[src/rtl/spi_pkg.sv]
// Shared types and constants for the SPI slave register file.
// Latency: n/a (declarations only).
// Backpressure: n/a.
package spi_pkg;

    typedef enum logic [1:0] {
        IDLE  = 2'd0,
        CMD   = 2'd1,
        WRITE = 2'd2,
        READ  = 2'd3
    } state_e;

    localparam logic RW_READ  = 1'b1;
    localparam logic RW_WRITE = 1'b0;

    // Command word = one R/W bit followed by the start address.
    function automatic int cmd_len(input int addr_w);
        return 1 + addr_w;
    endfunction

endpackage

[src/rtl/spi_sync_edge.sv]
// Multi-flop synchroniser for an asynchronous pin plus one-clock rise/fall pulses.
// Latency: pin change to pulse visible is STAGES clocks; pulse acted on at STAGES+1.
// Backpressure: none; pulses are single-cycle and must be consumed when asserted.
module spi_sync_edge #(
    parameter int STAGES = 2
) (
    input  logic clk_i,
    input  logic rst_n_i,
    input  logic d_i,
    output logic rise_o,
    output logic fall_o
);

    logic [STAGES-1:0] sync_q;
    logic              prev_q;

    // Shift the pin through the synchroniser and remember the last synced level.
    always_ff @(posedge clk_i or negedge rst_n_i) begin
        if (!rst_n_i) begin
            sync_q <= '0;
            prev_q <= 1'b0;
        end else begin
            sync_q <= {sync_q[STAGES-2:0], d_i};
            prev_q <= sync_q[STAGES-1];
        end
    end

    assign rise_o = sync_q[STAGES-1] & ~prev_q;
    assign fall_o = ~sync_q[STAGES-1] & prev_q;

endmodule

[src/rtl/spi_slave_regfile.sv]
// Mode-0 SPI slave fronting a DEPTH-entry register file with burst auto-increment and wrap.
// Latency: pin event to action SYNC_STAGES+1 clocks; last write bit to wr_stb_o 1 clock.
// Backpressure: none; wr_stb_o is a one-cycle pulse the fabric must accept.
module spi_slave_regfile
    import spi_pkg::*;
#(
    parameter int ADDR_W      = 7,
    parameter int DATA_W      = 8,
    parameter int DEPTH       = 128,
    parameter int SYNC_STAGES = 2
) (
    input  logic              clk_i,
    input  logic              rst_n_i,
    input  logic              sclk_i,
    input  logic              mosi_i,
    input  logic              cs_i,
    output logic              miso_o,
    output logic              miso_oe_o,
    output logic              wr_stb_o,
    output logic [ADDR_W-1:0] wr_addr_o,
    output logic [DATA_W-1:0] wr_data_o
);

    localparam int CMD_LEN = cmd_len(ADDR_W);
    localparam int SH_W    = (CMD_LEN > DATA_W) ? CMD_LEN : DATA_W;
    localparam int CNT_W   = $clog2(SH_W + 1);
    localparam int IDX_W   = (DEPTH > 1) ? $clog2(DEPTH) : 1;

    logic sclk_rise, sclk_fall, cs_rise, cs_fall;
    logic [SYNC_STAGES-1:0] mosi_sync_q;
    logic mosi_s;
    logic cs_low_q;
    logic sample, shift;

    state_e              state_q;
    logic [CNT_W-1:0]    bit_cnt_q;
    logic [SH_W-1:0]     shift_q;
    logic [ADDR_W-1:0]   addr_q;
    logic [DATA_W-1:0]   tx_q;
    logic                load_q;
    logic                started_q;
    logic                miso_q;
    logic                oe_q;
    logic                stb_q;
    logic [ADDR_W-1:0]   wr_addr_q;
    logic [DATA_W-1:0]   wr_data_q;
    logic [DATA_W-1:0]   regs_q [DEPTH];

    logic [CMD_LEN-1:0]  cmd_word;
    logic [DATA_W-1:0]   rx_word;
    logic                in_range;
    logic [DATA_W-1:0]   rd_word;

    spi_sync_edge #(.STAGES(SYNC_STAGES)) u_sclk_sync (
        .clk_i  (clk_i),
        .rst_n_i(rst_n_i),
        .d_i    (sclk_i),
        .rise_o (sclk_rise),
        .fall_o (sclk_fall)
    );

    spi_sync_edge #(.STAGES(SYNC_STAGES)) u_cs_sync (
        .clk_i  (clk_i),
        .rst_n_i(rst_n_i),
        .d_i    (cs_i),
        .rise_o (cs_rise),
        .fall_o (cs_fall)
    );

    // MOSI only needs synchronising; it is sampled on the SCLK rise pulse.
    always_ff @(posedge clk_i or negedge rst_n_i) begin
        if (!rst_n_i) mosi_sync_q <= '0;
        else          mosi_sync_q <= {mosi_sync_q[SYNC_STAGES-2:0], mosi_i};
    end
    assign mosi_s = mosi_sync_q[SYNC_STAGES-1];

    // Track the previous synced CS level so an SCLK edge landing on the
    // same clock as the CS rise is still honoured before going idle.
    always_ff @(posedge clk_i or negedge rst_n_i) begin
        if (!rst_n_i)     cs_low_q <= 1'b0;
        else if (cs_fall) cs_low_q <= 1'b1;
        else if (cs_rise) cs_low_q <= 1'b0;
    end

    assign sample   = sclk_rise & cs_low_q;
    assign shift    = sclk_fall & cs_low_q;
    assign cmd_word = {shift_q[CMD_LEN-2:0], mosi_s};
    assign rx_word  = {shift_q[DATA_W-2:0], mosi_s};
    assign in_range = int'(addr_q) < DEPTH;
    assign rd_word  = in_range ? regs_q[addr_q[IDX_W-1:0]] : '0;

    function automatic logic [ADDR_W-1:0] next_addr(input logic [ADDR_W-1:0] a);
        return (int'(a) == DEPTH - 1) ? '0 : a + ADDR_W'(1);
    endfunction

    // Protocol FSM, register array and all registered outputs.
    always_ff @(posedge clk_i or negedge rst_n_i) begin
        if (!rst_n_i) begin
            state_q   <= IDLE;
            bit_cnt_q <= '0;
            shift_q   <= '0;
            addr_q    <= '0;
            tx_q      <= '0;
            load_q    <= 1'b0;
            started_q <= 1'b0;
            miso_q    <= 1'b0;
            oe_q      <= 1'b0;
            stb_q     <= 1'b0;
            wr_addr_q <= '0;
            wr_data_q <= '0;
            for (int i = 0; i < DEPTH; i++) regs_q[i] <= '0;
        end else begin
            stb_q <= 1'b0;
            case (state_q)
                IDLE: begin
                    if (cs_fall) begin
                        state_q   <= CMD;
                        bit_cnt_q <= '0;
                    end
                end
                CMD: begin
                    if (sample) begin
                        shift_q <= {shift_q[SH_W-2:0], mosi_s};
                        if (bit_cnt_q == CNT_W'(CMD_LEN - 1)) begin
                            bit_cnt_q <= '0;
                            addr_q    <= cmd_word[ADDR_W-1:0];
                            if (cmd_word[ADDR_W] == RW_READ) begin
                                state_q   <= READ;
                                load_q    <= 1'b1;
                                started_q <= 1'b0;
                            end else begin
                                state_q <= WRITE;
                            end
                        end else begin
                            bit_cnt_q <= bit_cnt_q + CNT_W'(1);
                        end
                    end
                end
                WRITE: begin
                    if (sample) begin
                        shift_q <= {shift_q[SH_W-2:0], mosi_s};
                        if (bit_cnt_q == CNT_W'(DATA_W - 1)) begin
                            bit_cnt_q <= '0;
                            if (in_range) begin
                                regs_q[addr_q[IDX_W-1:0]] <= rx_word;
                                stb_q     <= 1'b1;
                                wr_addr_q <= addr_q;
                                wr_data_q <= rx_word;
                            end
                            addr_q <= next_addr(addr_q);
                        end else begin
                            bit_cnt_q <= bit_cnt_q + CNT_W'(1);
                        end
                    end
                end
                READ: begin
                    // A fresh word is presented without shifting; the first
                    // shift only follows a data-phase sample of that word.
                    if (load_q) begin
                        tx_q      <= rd_word;
                        miso_q    <= rd_word[DATA_W-1];
                        oe_q      <= 1'b1;
                        load_q    <= 1'b0;
                        started_q <= 1'b0;
                    end else if (shift && started_q) begin
                        tx_q   <= {tx_q[DATA_W-2:0], 1'b0};
                        miso_q <= tx_q[DATA_W-2];
                    end
                    if (sample) begin
                        started_q <= 1'b1;
                        if (bit_cnt_q == CNT_W'(DATA_W - 1)) begin
                            bit_cnt_q <= '0;
                            addr_q    <= next_addr(addr_q);
                            load_q    <= 1'b1;
                        end else begin
                            bit_cnt_q <= bit_cnt_q + CNT_W'(1);
                        end
                    end
                end
                default: state_q <= IDLE;
            endcase
            // CS release ends the frame after any same-cycle commit above.
            if (cs_rise) begin
                state_q <= IDLE;
                oe_q    <= 1'b0;
                miso_q  <= 1'b0;
                load_q  <= 1'b0;
            end
        end
    end

    assign miso_o    = miso_q;
    assign miso_oe_o = oe_q;
    assign wr_stb_o  = stb_q;
    assign wr_addr_o = wr_addr_q;
    assign wr_data_o = wr_data_q;

endmodule
[config.mk]
export PLATFORM = sky130hd
export DESIGN_NAME = spi_slave_regfile
export DESIGN_NICKNAME = d
export VERILOG_FILES = /design/src/rtl/spi_pkg.sv /design/src/rtl/spi_sync_edge.sv /design/src/rtl/spi_slave_regfile.sv
export SDC_FILE = /design/constraint.sdc
export NUM_CORES = 2
export LEC_CHECK = 0
export CORE_AREA = 2 2 272 274
export DETAILED_ROUTE_END_ITERATION = 7
export DIE_AREA = 0 0 274 276
export HOLD_SLACK_MARGIN = 0.1
export PLACE_DENSITY = 0.85
export SYNTH_ARGS = -nofsm -noshare
export SYNTH_HDL_FRONTEND = slang
export SYNTH_SLANG_ARGS = --single-unit
[constraint.sdc]
create_clock -name clk_i -period 4.85 [get_ports clk_i]
set_input_delay 1.2125 -clock clk_i [delete_from_list [all_inputs] [get_ports clk_i]]
set_output_delay 1.2125 -clock clk_i [all_outputs]
set_load 0.02 [all_outputs]
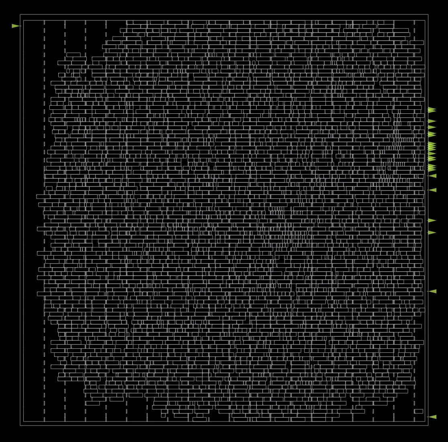
Fig. 1. Placed standard cells.
Core Util, Final: 75.18%
row cnt: 99

==> flow_summary.json <==
{
  "pg_clk_mw": 8.28,
  "period_needed_ns": 4.204,
  "fp_nets": 3617,
  "logic_area_um2": 21450,
  "warning_count": 43,
  "post-route-worst-setup-slack_ns": 0.6458,
  "finalHoldViolations": 0,
  "syn2layout_area_growth_pct": 9.525,
  "regToRegEndpoint": "tx_q[5]",
  "edf_count": 0,
  "max_freq_ghz": 0.2379,
  "pre_cts_ws_ns": 0.9930,
  "fill_cells": 4207,
  "period_used_pct": 86.68,
  "power_leader": "registers",
  "cts_num_sinks": 1080,
  "synthDistinctLibCells": 81,
  "hold-path-cell-count": 0,
  "crit_end": "tx_q[5]",
  "worstSetupPathType": "reg -> reg",
  "dieArea_um2": 75620,
  "via_count": 34079,
  "status": "complete, but fails checks",
  "cell_internal_pwr_mw": 15.21,
  "min_to": "u_cs_sync.sync_q[1]",
  "antenna_found_initial": 7,
  "pwr-share-comb_pct": 22.2,
  "track_usage_pct": 39.12,
  "crit_required_ns": 5.39,
  "leakagePower_nw": 25.53,
  "maxSlewHeadroom_pct": 0.08182,
  "area_leaders": "dfrtp_1, mux2_2, mux4_2",
  "postSynth.asyncResetShare_pct": 100.0,
  "violations": "max-capacitance violations",
  "drt_pre_antenna_iters": 8,
  "yosys_cells": 3604,
  "cts_resized": 0,
  "ctsLongestPathBuffers": 3,
  "place_area_um2": 51080,
  "rsz0062_at_grt": "false",
  "port-buffer-count": 22,
  "worst_pin_slew_ns": 1.496,
  "ir_drop_uv": 533.6,
  "core_um2": 72590,
  "nets": 3568,
  "dp_cells": 4406,
  "cts.clk_slew.worst_paths_ns": 0.06,
  "die_x_um": 274,
  "die_h_um": 276,
  "end_kind": "flip-flop",
  "worstHoldStart": "u_cs_sync.sync_q[0]",
  "cts_inserted_buffers": 106,
  "worstReg2RegStart": "addr_q[2]",
  "max_stage_delay_ns": 0.89,
  "slowest_stage": "dfrtp_4",
  "hp-class": "reg -> reg",
  "grt-ovfl-total": 0,
  "ys_chip_area_um2": 49830,
  "seq_power_share_pct": 42.0,
  "p_sw_share_pct": 34.32,
  "mostFrequentLayoutCell": "mux2_2",
  "drive_gt1_share_pct": 44.71,
  "tns_ns": 0,
  "cts_tree": "yes",
  "ant_nets": 0,
  "place_hpwl_mm": 88.46,
  "grt_max_degree": 125,
  "p_seq_mw": 9.73,
  "yosys.area.top_type_share_pct": 54.24,
  "ys_ff": 1080,
  "cp_cell_sequence": "buf_4 -> nor2b_4 -> buf_12 -> a221oi_1 -> nor2_1 -> o21ai_0 -> nand4_1 -> a211oi_1 -> a31oi_1",
  "cp_num_cells": 9,
  "worstPathArrival_ns": 4.74,
  "syn_area_um2": 49830,
  "wl_mm": 146.8,
  "power.switching_mw": 7.949,
  "max_cap_viol_count": 1,
  "routedWlPerCell_um": 31.92,
  "instances_no_fill": 4599,
  "finalSetupViolations": 0,
  "regArea_um2": 27070,
  "finClkSkew_ns": 0.02553,
  "cts_root_buf": "clkbuf_16",
  "drc": 0,
  "initial_core_util_pct": 68.64,
  "synth_cells": 3604,
  "htree_levels": 3,
  "cts_setup_buffers": 0,
  "clk_latency_ns": 0.69,
  "holdBufCountCts": 0,
  "pin_count": 23,
  "place.gp.congestion": 0.9343,
  "yosysWarnings": 0,
  "rr_worst_depth": 9,
  "synth_area_leader_cell": "dfrtp_1",
  "worst-path-max-fanout": 39,
  "first_iter_violations": 4325,
  "p_per_area_nw_per_um2": 424.4,
  "grt_pass1_vias": 35443,
  "crit_buf_inv": 2,
  "slew_viol_final": 0,
  "lay_top_cells": "mux2_2, dfrtp_1, a221oi_1",
  "p_clk_share_pct": 35.7,
  "cp-startpoint": "addr_q[2]",
  "critPathTopFamily": "AND-OR/OR-AND gates",
  "rrSetupSlack_ns": 0.65,
  "ys_seq_share_pct": 54.24,
  "cp-start-kind": "flip-flop",
  "viasPerCell": 7.410,
  "comb-power_mw": 5.15,
  "avgSynthCellArea_um2": 13.82,
  "design_area_um2": 54570,
  "grt_first_pass_wirelength_mm": 222.8,
  "synth-main-ff-cell": "dfrtp_1"
}
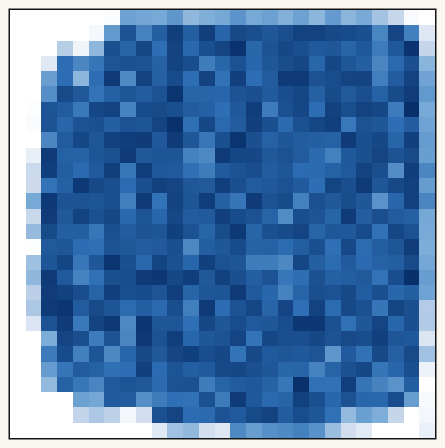
Fig. 2. Local utilization.
The die is cut into 27 by 28 equal tiles; white is low, dark blue is high, 0 to 100% covered.
nearly empty tiles = 9.3%
mean over tiles = 71%
fullest tile = 100%
tiles over 75% full = 67%

-- Yosys cell counts (all sizes together), types with 8 or more instances --
cell	number
a221o	27
nand3	16
o221ai	14
a221oi	166
a22oi	69
nand2	131
o22ai	19
nor3	20
mux2i	59
clkbuf	165
a211oi	13
mux4	74
mux2	1106
nand2b	9
inv	12
ha	8
a31oi	8
buf	122
a22o	9
o22a	11
a21oi	77
dfrtp	1080
nor2b	11
nor2	212
o211ai	13
o21ai	65
-- metal layers --
layer / up-vias / track usage [%] / share of wire [%]
met5: - / 0.06418 / 0.055
met4: 12 / 21.74 / 6.4
met2: 2420 / 58.06 / 45
met3: 647 / 11.72 / 12
li1: 13341 / - / -
met1: 17659 / 51.85 / 37
-- cell families (layout without fill, tap and decap cells) --
family                     Yosys count  after routing  share of synthesized area (%)
and+or+nand+nor                    435            435                          4.992
other                                0              3                              0
muxes                             1239           1239                          29.54
adders and majority gates            8              8                         0.2009
AOI/OAI and AO/OA                  543            543                          8.209
buffers and inverters              299            332                          2.815
DFF                               1080           1080                          54.24
-- state kept, by name (all words and copies together), names as in the netlist, 4 cells and up --
name       flops
tx_q           7
addr_q         7
regs_q      1024
wr_addr_o      7
wr_data_o      8
shift_q        7
bit_cnt_q      4
-- through the flow --
stage	power (mW)	hold WS (ns)
final	23.16	0.3603
after global placement	14.56	0.3442
after floorplan	12.46	0.3312
after detailed placement	14.67	0.3418
after CTS	22.84	0.3645
after global routing	23.62	0.3744
-- final cells by class --
class	instances	area share, %
Inverter	12	0.08254
Multi-Input combinational cell	2225	39.31
Sequential cell	1080	49.61
Clock inverter	30	0.5938
Tap cell	959	2.199
Antenna cell	3	0.01376
Timing Repair Buffer	130	2.403
Clock buffer	160	5.787
Power and IR drop assume default switching activity.
